**config.mk**
```make
export PLATFORM = sky130hd
export DESIGN_NAME = sdf_stage4_butterfly_flat
export DESIGN_NICKNAME = d
export VERILOG_FILES = /design/src/rtl/sdf_stage4_butterfly_if.sv /design/src/rtl/sdf_stage4_butterfly.sv /design/src/flat_wrapper.sv
export SDC_FILE = /design/constraint.sdc
export NUM_CORES = 2
export LEC_CHECK = 0
export CORE_ASPECT_RATIO = 1.4
export CORE_MARGIN = 2
export CORE_UTILIZATION = 50
export DETAILED_ROUTE_END_ITERATION = 6
export GPL_TIMING_DRIVEN = 0
export HOLD_SLACK_MARGIN = 0.08
export PLACE_DENSITY_LB_ADDON = 0.12
export SYNTH_ARGS = -nofsm -noshare
export SYNTH_HDL_FRONTEND = slang
export SYNTH_SLANG_ARGS = --single-unit
```
**constraint.sdc**
```tcl
create_clock -name clk -period 35.8 [get_ports clk]
set_clock_uncertainty 0.05 [all_clocks]
set_input_delay 10.74 -clock clk [delete_from_list [all_inputs] [get_ports clk]]
set_output_delay 10.74 -clock clk [all_outputs]
set_load 0.02 [all_outputs]
```
**src/rtl/sdf_stage4_butterfly_if.sv**
```systemverilog
// Stream/ROM bundle of the stage-4 SDF butterfly: input stream, twiddle ROM port and output stream.
// The master side is the environment (upstream source, twiddle ROM, downstream sink).
interface sdf_stage4_butterfly_if #(
    parameter int DW = 22
);
    logic          in_valid;
    logic          in_ready;
    logic [DW-1:0] din_real;
    logic [DW-1:0] din_imag;
    logic [5:0]    rom_addr;
    logic [DW-1:0] tw_real;
    logic [DW-1:0] tw_imag;
    logic          out_valid;
    logic [DW-1:0] dout_real;
    logic [DW-1:0] dout_imag;

    modport master (
        output in_valid, din_real, din_imag, tw_real, tw_imag,
        input  in_ready, rom_addr, out_valid, dout_real, dout_imag
    );

    modport slave (
        input  in_valid, din_real, din_imag, tw_real, tw_imag,
        output in_ready, rom_addr, out_valid, dout_real, dout_imag
    );
endinterface

```
**src/rtl/sdf_stage4_butterfly.sv**
```systemverilog
// Stage-4 radix-2 DIF butterfly of a 32-point SDF FFT with a 4-deep feedback delay.
// Sums leave with W=1, differences are recirculated and later rotated by the stage-4 twiddle.
module sdf_stage4_butterfly #(
    parameter int DW   = 22,
    parameter int FRAC = 6
) (
    input  logic                  clk,
    input  logic                  rst_n,
    sdf_stage4_butterfly_if.slave bus
);
    localparam int DEPTH = 4;
    localparam logic signed [2*DW:0] LP_HALF =
        {{(2*DW-FRAC+1){1'b0}}, 1'b1, {(FRAC-1){1'b0}}};

    typedef enum logic {
        ST_RUN   = 1'b0,
        ST_DRAIN = 1'b1
    } state_t;

    state_t r_state;
    state_t w_state_next;

    logic [2:0] r_cnt;
    logic [1:0] r_dcnt;
    logic       r_pending;

    logic signed [DW-1:0] r_dl_re [DEPTH];
    logic signed [DW-1:0] r_dl_im [DEPTH];
    logic signed [DW-1:0] w_dl_re_next [DEPTH];
    logic signed [DW-1:0] w_dl_im_next [DEPTH];

    logic          r_out_valid;
    logic [DW-1:0] r_dout_re;
    logic [DW-1:0] r_dout_im;

    logic       w_in_ready;
    logic       w_accept;
    logic       w_shift;
    logic       w_emit;
    logic       w_is_diff;
    logic [1:0] w_k;

    logic signed [DW-1:0] w_din_re, w_din_im;
    logic signed [DW-1:0] w_tw_re, w_tw_im;
    logic signed [DW-1:0] w_head_re, w_head_im;
    logic signed [DW-1:0] w_sum_re, w_sum_im;
    logic signed [DW-1:0] w_dif_re, w_dif_im;
    logic signed [DW-1:0] w_push_re, w_push_im;
    logic signed [DW-1:0] w_cand_re, w_cand_im;
    logic signed [2*DW:0] w_prod_re, w_prod_im;
    logic signed [2*DW:0] w_rnd_re, w_rnd_im;
    logic [DW-1:0]        w_out_re, w_out_im;
    logic                 w_unused_bits;

    // ---------------- FSM: state register ----------------
    always_ff @(posedge clk or negedge rst_n) begin
        if (!rst_n) begin
            r_state <= ST_RUN;
        end else begin
            r_state <= w_state_next;
        end
    end

    // ---------------- FSM: next state ----------------
    // Drain only starts on a block boundary with differences still parked in the delay line.
    always_comb begin
        w_state_next = r_state;
        case (r_state)
            ST_RUN: begin
                if (!bus.in_valid && (r_cnt == 3'd0) && r_pending) begin
                    w_state_next = ST_DRAIN;
                end
            end
            ST_DRAIN: begin
                if (r_dcnt == 2'd3) begin
                    w_state_next = ST_RUN;
                end
            end
            default: w_state_next = ST_RUN;
        endcase
    end

    // ---------------- FSM: outputs ----------------
    always_comb begin
        w_in_ready = 1'b0;
        w_accept   = 1'b0;
        w_shift    = 1'b0;
        w_emit     = 1'b0;
        w_is_diff  = 1'b0;
        w_k        = 2'd0;
        case (r_state)
            ST_RUN: begin
                w_in_ready = 1'b1;
                w_accept   = bus.in_valid;
                w_shift    = bus.in_valid;
                w_is_diff  = !r_cnt[2] && r_pending;
                w_emit     = bus.in_valid && (r_cnt[2] || r_pending);
                w_k        = r_cnt[1:0];
            end
            ST_DRAIN: begin
                w_shift   = 1'b1;
                w_emit    = 1'b1;
                w_is_diff = 1'b1;
                w_k       = r_dcnt;
            end
            default: begin
                w_in_ready = 1'b0;
            end
        endcase
    end

    // ---------------- counters and pending flag ----------------
    always_ff @(posedge clk or negedge rst_n) begin
        if (!rst_n) begin
            r_cnt     <= 3'd0;
            r_dcnt    <= 2'd0;
            r_pending <= 1'b0;
        end else begin
            if (w_accept) begin
                r_cnt <= r_cnt + 3'd1;
                if (r_cnt == 3'd7) begin
                    r_pending <= 1'b1;
                end else if (r_cnt == 3'd3) begin
                    r_pending <= 1'b0;
                end
            end
            if (r_state == ST_DRAIN) begin
                r_dcnt <= r_dcnt + 2'd1;
                if (r_dcnt == 2'd3) begin
                    r_pending <= 1'b0;
                end
            end
        end
    end

    // ---------------- butterfly ----------------
    assign w_din_re  = bus.din_real;
    assign w_din_im  = bus.din_imag;
    assign w_tw_re   = bus.tw_real;
    assign w_tw_im   = bus.tw_imag;
    assign w_head_re = r_dl_re[0];
    assign w_head_im = r_dl_im[0];

    assign w_sum_re = w_head_re + w_din_re;
    assign w_sum_im = w_head_im + w_din_im;
    assign w_dif_re = w_head_re - w_din_re;
    assign w_dif_im = w_head_im - w_din_im;

    always_comb begin
        w_push_re = w_din_re;
        w_push_im = w_din_im;
        w_cand_re = w_head_re;
        w_cand_im = w_head_im;
        if (r_state == ST_DRAIN) begin
            w_push_re = '0;
            w_push_im = '0;
        end else if (r_cnt[2]) begin
            w_push_re = w_dif_re;
            w_push_im = w_dif_im;
            w_cand_re = w_sum_re;
            w_cand_im = w_sum_im;
        end
    end

    // ---------------- feedback delay line (index 0 is the oldest entry) ----------------
    for (genvar gi = 0; gi < DEPTH; gi++) begin : g_dl
        if (gi == DEPTH - 1) begin : g_tail
            assign w_dl_re_next[gi] = w_push_re;
            assign w_dl_im_next[gi] = w_push_im;
        end else begin : g_body
            assign w_dl_re_next[gi] = r_dl_re[gi+1];
            assign w_dl_im_next[gi] = r_dl_im[gi+1];
        end
    end

    always_ff @(posedge clk or negedge rst_n) begin
        if (!rst_n) begin
            r_dl_re <= '{default: '0};
            r_dl_im <= '{default: '0};
        end else if (w_shift) begin
            r_dl_re <= w_dl_re_next;
            r_dl_im <= w_dl_im_next;
        end
    end

    // ---------------- twiddle rotation, round half up, keep low DW bits ----------------
    assign w_prod_re = w_cand_re * w_tw_re - w_cand_im * w_tw_im;
    assign w_prod_im = w_cand_re * w_tw_im + w_cand_im * w_tw_re;
    assign w_rnd_re  = w_prod_re + LP_HALF;
    assign w_rnd_im  = w_prod_im + LP_HALF;
    assign w_out_re  = w_rnd_re[FRAC +: DW];
    assign w_out_im  = w_rnd_im[FRAC +: DW];

    assign w_unused_bits = ^{w_rnd_re[FRAC-1:0], w_rnd_re[2*DW:FRAC+DW],
                             w_rnd_im[FRAC-1:0], w_rnd_im[2*DW:FRAC+DW]};

    always_ff @(posedge clk or negedge rst_n) begin
        if (!rst_n) begin
            r_out_valid <= 1'b0;
            r_dout_re   <= '0;
            r_dout_im   <= '0;
        end else begin
            r_out_valid <= w_emit;
            if (w_emit) begin
                r_dout_re <= w_out_re;
                r_dout_im <= w_out_im;
            end
        end
    end

    assign bus.in_ready  = w_in_ready;
    assign bus.rom_addr  = w_is_diff ? {4'b0010, w_k} : 6'd0;
    assign bus.out_valid = r_out_valid;
    assign bus.dout_real = r_dout_re;
    assign bus.dout_imag = r_dout_im;
endmodule

```
**src/flat_wrapper.sv**
```systemverilog
// flat-port wrapper written by rule: the top's interface ports become plain ports
module sdf_stage4_butterfly_flat 
#(
    parameter int DW   = 22,
    parameter int FRAC = 6
)
  (clk, rst_n, bus_in_valid, bus_din_real, bus_din_imag, bus_tw_real, bus_tw_imag, bus_in_ready, bus_rom_addr, bus_out_valid, bus_dout_real, bus_dout_imag);
  sdf_stage4_butterfly_if #(.DW(DW)) bus_i ();
  input  logic clk;
  input  logic rst_n;
  input wire logic [$bits(bus_i.in_valid)-1:0] bus_in_valid;
  input wire logic [$bits(bus_i.din_real)-1:0] bus_din_real;
  input wire logic [$bits(bus_i.din_imag)-1:0] bus_din_imag;
  input wire logic [$bits(bus_i.tw_real)-1:0] bus_tw_real;
  input wire logic [$bits(bus_i.tw_imag)-1:0] bus_tw_imag;
  output wire logic [$bits(bus_i.in_ready)-1:0] bus_in_ready;
  output wire logic [$bits(bus_i.rom_addr)-1:0] bus_rom_addr;
  output wire logic [$bits(bus_i.out_valid)-1:0] bus_out_valid;
  output wire logic [$bits(bus_i.dout_real)-1:0] bus_dout_real;
  output wire logic [$bits(bus_i.dout_imag)-1:0] bus_dout_imag;
  assign bus_i.in_valid = bus_in_valid;
  assign bus_i.din_real = bus_din_real;
  assign bus_i.din_imag = bus_din_imag;
  assign bus_i.tw_real = bus_tw_real;
  assign bus_i.tw_imag = bus_tw_imag;
  assign bus_in_ready = bus_i.in_ready;
  assign bus_rom_addr = bus_i.rom_addr;
  assign bus_out_valid = bus_i.out_valid;
  assign bus_dout_real = bus_i.dout_real;
  assign bus_dout_imag = bus_i.dout_imag;
  sdf_stage4_butterfly #(.DW(DW), .FRAC(FRAC)) u_core (.clk(clk), .rst_n(rst_n), .bus(bus_i));
endmodule
```
### PDN straps and rails

Scale bar: 100 µm. Pins as bars on the die edge.
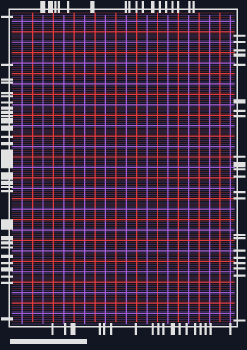
color	net
purple	VSS
red	VDD
met1 rails	150
signal pins	143
rows	149
met4 straps	21
met5 straps	29

### Placement by cell class

Fill, decap, tap and diode cells in gray.
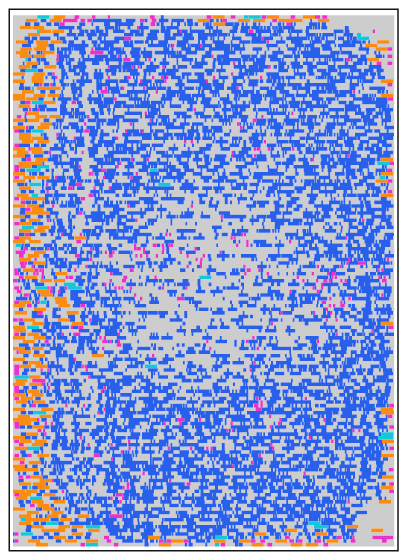
color	class	cells
blue	remaining logic cells	5,902
magenta	remaining buffers and delay cells	487
cyan	clock drivers and dummy loads	45
orange	registers	228

[worst min-delay path, cell delays in order, from the launching register on]
cell and delay, ns:
dfrtp_1 0.34, nand2_1 0.05, nand2_1 0.05
[cell type report]
class	instances	area share (%)
flip-flops and latches	228	8.90
clock inverters	12	0.340
multi-input cells	4414	73.2
inverters	1488	8.72
well taps	1585	3.10
plain buffers	351	2.13
clock buffers	33	1.10
diodes	43	0.168
repair buffers	136	2.31
[kinds of logic after synthesis]
family          synth area share (%)
simple gates                    15.3
buf+inv                         11.7
fa+ha+maj                       52.6
compound gates                  4.43
flops                           9.60
xor+xnor                        3.51
mux                             2.88
other cells                  0.00631
[worst min-delay path by stage]
stage,startpoint,end,slack [ns]
3_5_place_dp,u_core.bus.dout_real[6]$_DFFE_PN0P_,u_core.bus.dout_real[6]$_DFFE_PN0P_,0.41
5_1_grt,u_core.bus.dout_real[13]$_DFFE_PN0P_,u_core.bus.dout_real[13]$_DFFE_PN0P_,0.45
2_1_floorplan,u_core.r_dl_im[18]$_DFFE_PN0P_,u_core.r_dl_im[18]$_DFFE_PN0P_,0.41
4_1_cts,u_core.bus.dout_real[6]$_DFFE_PN0P_,u_core.bus.dout_real[6]$_DFFE_PN0P_,0.43
3_3_place_gp,u_core.bus.dout_real[13]$_DFFE_PN0P_,u_core.bus.dout_real[13]$_DFFE_PN0P_,0.40
6_report,u_core.bus.dout_real[13]$_DFFE_PN0P_,u_core.bus.dout_real[13]$_DFFE_PN0P_,0.42
[sequential cells by signal (all words and copies together), names as in the netlist]
register and flops:
u_core.r_dcnt 2, u_core.w_head_re 22, u_core.bus.dout_real 22, u_core.w_head_im 22
u_core.bus.out_valid 1, u_core.r_pending 1, u_core.r_state 1, u_core.r_dl_im 66
u_core.r_cnt 3, u_core.bus.dout_imag 22, u_core.r_dl_re 66
[through the flow]
| step | util (%) | cell area (µm²) |
|---|---|---|
| after floorplan | - | 59400 |
| after global placement | 53.1 | 62600 |
| after detailed placement | 53.5 | 63000 |
| after CTS | 54.3 | 63900 |
| after global routing | 54.3 | 64000 |
| final | 54.4 | 64100 |
[cell usage in the layout, fill, tap and decap left out, types with 17 or more instances in the layout]
cell,count
dfrtp_1,228
and2_1,580
o21ai_1,17
xnor2_1,151
ha_1,466
nor2b_1,24
nand2_1,896
clkbuf_16,26
clkdlybuf4s50_1,117
o31ai_1,19
mux2_2,133
nand3_1,27
inv_1,1481
nor3_1,63
a31oi_1,21
or3_1,17
fa_1,1270
mux2i_1,17
buf_1,20
clkbuf_2,17
nand2b_1,19
clkbuf_1,305
nor2_1,209
a211oi_1,42
and3_1,19
a21oi_1,113
o21ai_0,52
xor2_1,50
diode_2,43
[metal layers]
layer	wire length, µm	vias up
met5	91	-
met4	33900	12
met3	26000	949
met2	118000	2578
met1	84600	24214
li1	-	19504
==> CHANGELOG.md <==
### Changed

- Met2 Track Usage GR: 68.6%
- Path depth of the worst reg2reg path: approximately 43
- Post-route setup TNS: 0 ns
- Nets@finish: ~8,500
- Max-Cap Viols: 26
- Fmax: 0.0397 GHz
- Largest fanout on the critical path: 10
- Fp util: 50.4%
- Final min period: 25.19 ns
- Failing checks: max-capacitance violations, max-slew violations
- Critical Path End: u_core.bus.dout_imag[21]$_DFFE_PN0P_
- FP Rows: 149
- Top area cell types: fa_1 43%, ha_1 9.8%, dfrtp_1 9.6%
- Status: finished, violations left
- ANT nets after route: 0
- CTS resizes: 0
- Die span in y: 412 µm
- Most Frequent Cell on Critical Path: fa_1
- DRT Wirelength: 262,000 µm
- Antenna violations before repair: 43
- Root Buffer: clkbuf_16
- First-pass GRT wire length: 367,000 µm
- Slew Viols, Final: 271
- Kind of critical path: input pin to register
- H-tree Lvls: 1
- Reg area: 5710 µm²
- Synth unique cells: 84
- Port-buffer cells: 118
- Placed cell count: roughly 8,200
- Slew headroom: -14.4%
- YS chip area: 59,400 µm²
- Post-CTS Hold Buffers: 0
- Synth top cell by count: inv_1
- Yosys warning count: 0
- Initial drt markers: roughly 4,400
- WL/cell: 31.7 µm
- FILL cells: around 11,000
- Reg-to-reg endpoint: u_core.bus.dout_imag[21]$_DFFE_PN0P_
- Avg Inst Size Synth: between 9 and 10 µm²
- Slew @ Worst Pin: 1.72 ns
- CP Buf/Inv Count: 7
- WHS Path Cells: 2
- Most instantiated cells after synthesis: 1,481 x inv_1, 1,270 x fa_1, 896 x nand2_1, 580 x and2_1, 466 x ha_1
- Finished Layout Cells: 8,290
- Gpl congestion: 1.09
- Drt drc: 0
- Total CTS buffers: 26
- Mapped Cells: 6,479
- Number of enable flip-flop cells: 0
- Top cell type by total area after synthesis: fa_1
- Grt total ovfl: 0
- Max Buffers Root-to-Sink: 3
- Period utilization: 70.4%
- Vias/cell: 5.70
- RSZ-0062 raised after global routing: no
- Largest net degree at the start of global routing: 118
- Die ar.: roughly 120,000 µm²
